**Pin map**

Bar = 50 µm. Pins as bars across the die edge, other pins in gray.
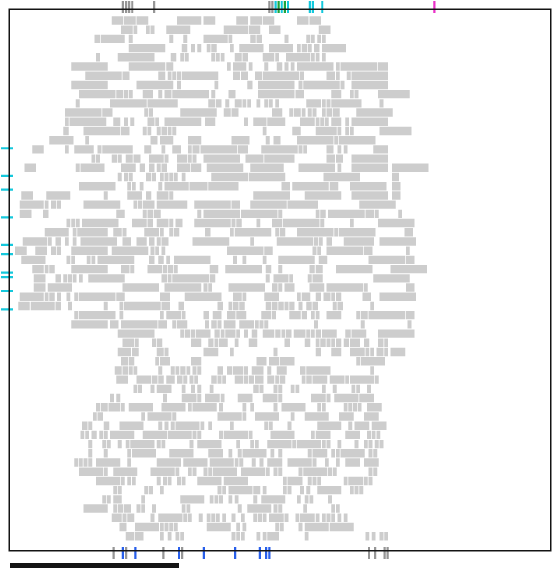
**Placement density heat map**

16 x 16 tiles, from white (low) to dark blue (high), 0 to 100% covered.
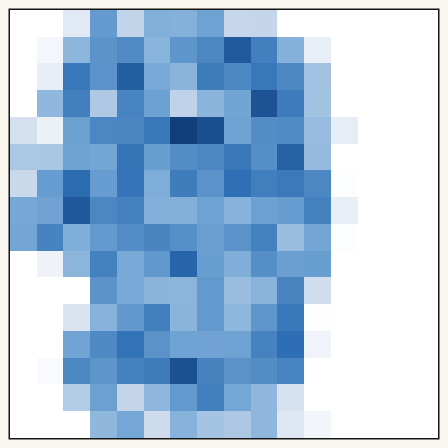
**Sequential cells grouped by signal name**

Bar = 50 µm. Other sequential cells in the stronger gray, the rest of the logic in the fainter gray.
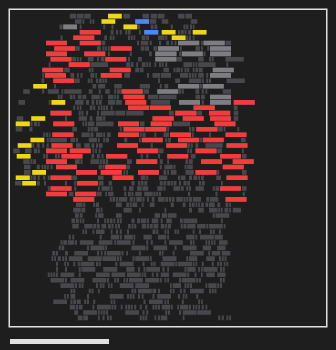
**Cell sizes after repair**

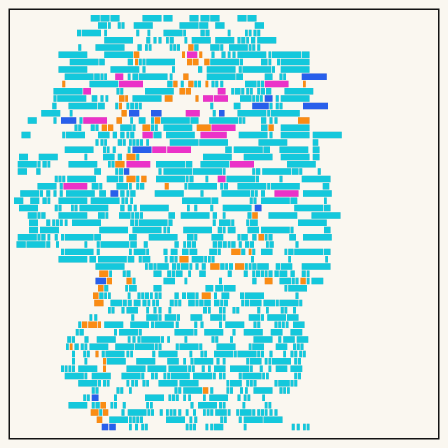
**Cell placement**

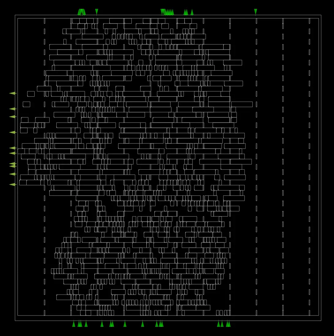
==> config.mk <==
export PLATFORM = sky130hd
export DESIGN_NAME = mfp_mac_seq_mc
export DESIGN_NICKNAME = d
export VERILOG_FILES = /design/src/rtl/mfp_mac_seq_mc_pkg.sv /design/src/rtl/MFP_Multi.sv /design/src/rtl/mfp_round_sat.sv /design/src/rtl/mfp_mac_seq_mc.sv
export SDC_FILE = /design/constraint.sdc
export NUM_CORES = 1
export LEC_CHECK = 0
export ABC_AREA = 1
export CORE_UTILIZATION = 33
export CTS_CLUSTER_DIAMETER = 100
export CTS_CLUSTER_SIZE = 10
export DETAILED_ROUTE_END_ITERATION = 12
export GPL_TIMING_DRIVEN = 0
export SETUP_SLACK_MARGIN = 0.1
export SYNTH_ARGS = -nofsm -noshare
export SYNTH_HDL_FRONTEND = slang
export SYNTH_SLANG_ARGS = --single-unit
==> constraint.sdc <==
create_clock -name clk -period 18.2 [get_ports clk]
set_input_delay 5.46 -clock clk [delete_from_list [all_inputs] [get_ports clk]]
set_output_delay 5.46 -clock clk [all_outputs]
set_load 0.02 [all_outputs]
==> results.sh <==
# implementation run metrics
export IMPL_outcome="completed"
export IMPL_drtIter0Drc=444
export IMPL_route_detailed_vias_per_inst=4.595
export IMPL_synth_async_sr_flop_share_pct=0
export IMPL_power_density_nw_per_um2=190.1
export IMPL_achievable_frequency_ghz=0.08257
export IMPL_worst_r2r_path_depth=23
export IMPL_setup_violations=0
export IMPL_finalCritPeriodShare_pct=66.54
export IMPL_area_after_dpl_um2=8924
export IMPL_path_cells="clkdlybuf4s50_1 > inv_1 > nand2_1 > clkdlybuf4s50_1"
export IMPL_wl_um=17250
export IMPL_max_rail_drop_vdd_mv=0.1155
export IMPL_cp_data_arrival_time_ps=6650
export IMPL_critPathMostFrequentCell="sky130_fd_sc_hd__clkdlybuf4s50_1"
export IMPL_preCtsSetupSlack_ps=5982
export IMPL_timing_max_cap_violations=0
export IMPL_gr_total_overflow=0
export IMPL_first_pass_grt_wire_length_um=29220
export IMPL_first_global_vias=5926
export IMPL_power_frac_seq_pct=24.3
export IMPL_detailroute_via_count=5946
export IMPL_placed_cells=1278
export IMPL_power_internal_mw=0.9038
export IMPL_share_comb_of_total_power_pct=65.0
export IMPL_slew_headroom_pct=52.57
export IMPL_layout_nets=1087
export IMPL_worst_path_buf_inv=3
export IMPL_cts_root_buf="sky130_fd_sc_hd__clkbuf_16"
export IMPL_gp_congestion=0.8310
export IMPL_power_total_mw=1.750
export IMPL_cts_post_setup_buffers_inserted=0
export IMPL_synth_chip_area_um2=8185
export IMPL_critical_path_max_fanout=3
export IMPL_num_rows=57
export IMPL_power_switching_fraction_pct=48.35
export IMPL_synth_lib_cells_used_distinct=46
export IMPL_net_switching_component_of_the_power_mw=0.8460
export IMPL_firstDrtPassIters=5
export IMPL_ys_ff=111
export IMPL_worst_pin_slew_ps=704.0
export IMPL_clkSlewWorstSetupHoldPaths_ps=80
export IMPL_top_cell_area_share_pct=33.75
export IMPL_detail_route_antenna_nets=0
export IMPL_final_hold_violation_count=0
export IMPL_critical_path_slowest_cell="sky130_fd_sc_hd__clkdlybuf4s50_1"
export IMPL_cts_htree_levels=3
export IMPL_final_min_clock_period_ps=12110
export IMPL_finalHoldWorstSlack_ps=471.5
export IMPL_worst_path_largest_cell_delay_ps=610
export IMPL_hpwl_um=13550
export IMPL_remaining_drc_errors=0
export IMPL_crit_path_depth=4
export IMPL_grt_max_degree=20
export IMPL_warnings=27
export IMPL_post_synth_main_area_contributors="sky130_fd_sc_hd__edfxtp_1, sky130_fd_sc_hd__fa_1, sky130_fd_sc_hd__inv_1"
export IMPL_number_of_antenna_violations_at_the_first_check_in_global_routing=0
export IMPL_layout_cell_share_with_drive_strength_beyond_1_pct=10.21
export IMPL_multiInputGateArea_um2=4091
export IMPL_chip_area_um2=25440
export IMPL_yosys_stat_cells=925
export IMPL_initial_core_util_pct=33.66
export IMPL_edf_count=92
export IMPL_p_leak_nw=4.311
export IMPL_cts_buffers_inserted=9
export IMPL_netlist_instances=925
export IMPL_top_area_cell="sky130_fd_sc_hd__edfxtp_1"
export IMPL_timing_setup_tns_ps=0
export IMPL_min_delay_path_class="reg -> reg"
export IMPL_synthesis_area_per_instance_um2=8.849
export IMPL_clock_path_buffers=2
export IMPL_post_cts_resize_count=0
export IMPL_ys_warnings_count=0
export IMPL_required_ps=12740
export IMPL_timing_worst_setup_path_type="in -> out"
export IMPL_insertedDiodeCount=0
export IMPL_final_setup_skew_ps=8.181
export IMPL_global_route_usage_total_pct=14.45
export IMPL_grt_setup_unrepaired="false"
export IMPL_synth_main_ff_cell="sky130_fd_sc_hd__edfxtp_1"
export IMPL_worst_setup_path_end_kind="primary output"
export IMPL_ff2ff_setup_slack_ps=14890
export IMPL_worst_skew_pair_late_latency_ps=350
export IMPL_num_ports=42
export IMPL_setup_worst_path_start_class="input port"
export IMPL_wire_per_inst_um=13.33
Back to the opening pictures, 'pin map':
Blue shows `In2`, pins 8, direction input, edge south. Green shows `out_ch`, pins 2, direction output, edge north. Cyan shows `acc_sum_rounded`, pins 16, direction output, edge 10 west, 6 north. Magenta shows `clk`, pins 1, direction input, edge north.
All pins by edge: 16 south, 16 north, 10 west.
overall die height: 159.5 µm
I/O Buffers: 25
x dimension of the die: 159.5 µm

Back to the opening pictures, 'placement density heat map':
The mean over all tiles is 35%. The fullest tile reaches 94%. 4.3% of the tiles are over 75% full. 34% of the tiles are nearly empty. The emptiest ninth of the die: south-east.
utilization after layout: 37.85%
core region area: 24320 µm²

Back to the opening pictures, 'sequential cells grouped by signal name':
Red shows `r_acc`, placed flops 76. Yellow shows `acc_sum_rounded`, placed flops 16. Blue shows `out_ch`, placed flops 2.
sequential power: 0.425 mW
register cell area after layout: 3143 µm²
flop share of the area: 34.14%

Back to the opening pictures, 'cell sizes after repair':
Orange shows drive 2, cells 63, share 6.5%. Magenta shows drive 6 and up, cells 20, share 2.1%. Cyan shows drive 1 or less, cells 871, share 90%. Blue shows drive 3 to 4, cells 16, share 1.6%.
final non-filler cell area: 9205 µm²
layout overhead on the synthesized area: 12.46%
post-route setup slack: 6089 ps
non-clock buffer total of the final layout: 57

Back to the opening pictures, 'cell placement':
count of placed standard cells in the final layout, fillers left out: 1294
fillcell total: 2409

-- placed cells by master (no fill, tap or decap), drive strengths merged --
cell type | Yosys | layout
ha | 47 | 47
a22o | 2 | 2
nand3 | 39 | 39
nand4 | 1 | 1
or2 | 8 | 8
a31oi | 2 | 2
inv | 216 | 220
nor2 | 74 | 74
a21o | 1 | 1
a22oi | 27 | 27
dfxtp | 19 | 19
xnor2 | 8 | 8
clkbuf | 18 | 28
nand3b | 2 | 2
nand2 | 201 | 201
a21boi | 1 | 1
clkinv | 0 | 2
o22ai | 6 | 6
nor3 | 6 | 6
edfxtp | 92 | 92
fa | 53 | 53
clkdlybuf4s50 | 0 | 25
xor2 | 9 | 9
o21bai | 4 | 4
and2 | 4 | 4
o21a | 4 | 4
a221oi | 3 | 3
o21ai | 29 | 29
a21oi | 39 | 39
buf | 10 | 14
-- cell families (layout without fill, tap and decap cells) --
logic type / count (synthesis) / in the layout / synth area share (%)
simple gates: 335 / 335 / 18.31
buf+inv: 244 / 289 / 11.74
compound gates: 118 / 118 / 9.584
flops: 111 / 111 / 38.40
fa+ha+maj: 100 / 100 / 20.15
xor+xnor: 17 / 17 / 1.819
-- area by class of cell --
type / count / share of cell area, %
Buffer: 28 / 1.577
Clock buffer: 10 / 2.487
Clock inverter: 6 / 0.5709
Inverter: 216 / 8.862
Multi-Input combinational cell: 570 / 44.45
Sequential cell: 111 / 34.14
Tap cell: 324 / 4.404
Timing Repair Buffer: 29 / 3.507
-- synth_stat cells, types with 6 or more instances --
master and n:
sky130_fd_sc_hd__xnor2_1 8, sky130_fd_sc_hd__o21ai_0 15, sky130_fd_sc_hd__o21ai_1 11, sky130_fd_sc_hd__nor2_1 70
sky130_fd_sc_hd__nand2_2 13, sky130_fd_sc_hd__fa_1 53, sky130_fd_sc_hd__a21oi_1 37, sky130_fd_sc_hd__nand3_2 6
sky130_fd_sc_hd__dfxtp_1 19, sky130_fd_sc_hd__edfxtp_1 92, sky130_fd_sc_hd__inv_1 199, sky130_fd_sc_hd__nand3_1 32
sky130_fd_sc_hd__nand2_1 185, sky130_fd_sc_hd__or2_2 8, sky130_fd_sc_hd__xor2_1 9, sky130_fd_sc_hd__clkbuf_1 18
sky130_fd_sc_hd__a22oi_1 26, sky130_fd_sc_hd__inv_2 15, sky130_fd_sc_hd__o22ai_1 6, sky130_fd_sc_hd__ha_1 47
-- routing by layer --
layer | GRT usage (%) | wire (µm) | vias up
met5 | 0 | 0 | -
met4 | 3.497 | 210 | 0
met3 | 2.032 | 649 | 19
met2 | 24.83 | 8425 | 102
met1 | 19.11 | 7964 | 2846
li1 | - | - | 2979
-- power by group through the flow --
| stage | clock network (mW) | logic [mW] | registers [mW] |
|---|---|---|---|
| final | 0.188 | 1.14 | 0.425 |
| after global placement | 0 | 1.12 | 0.429 |
| after detailed placement | 0 | 1.13 | 0.430 |
| after CTS | 0.191 | 1.14 | 0.424 |
| after global routing | 0.200 | 1.31 | 0.427 |
| after floorplan | 0 | 0.889 | 0.429 |
-- worst min-delay path, cell delays in order, from the launching register on --
cell                      delay, ps
sky130_fd_sc_hd__dfxtp_1        310
sky130_fd_sc_hd__nand2_1         60
sky130_fd_sc_hd__a21oi_1         60
No activity file was given, so power comes from the tool's default toggle rates.
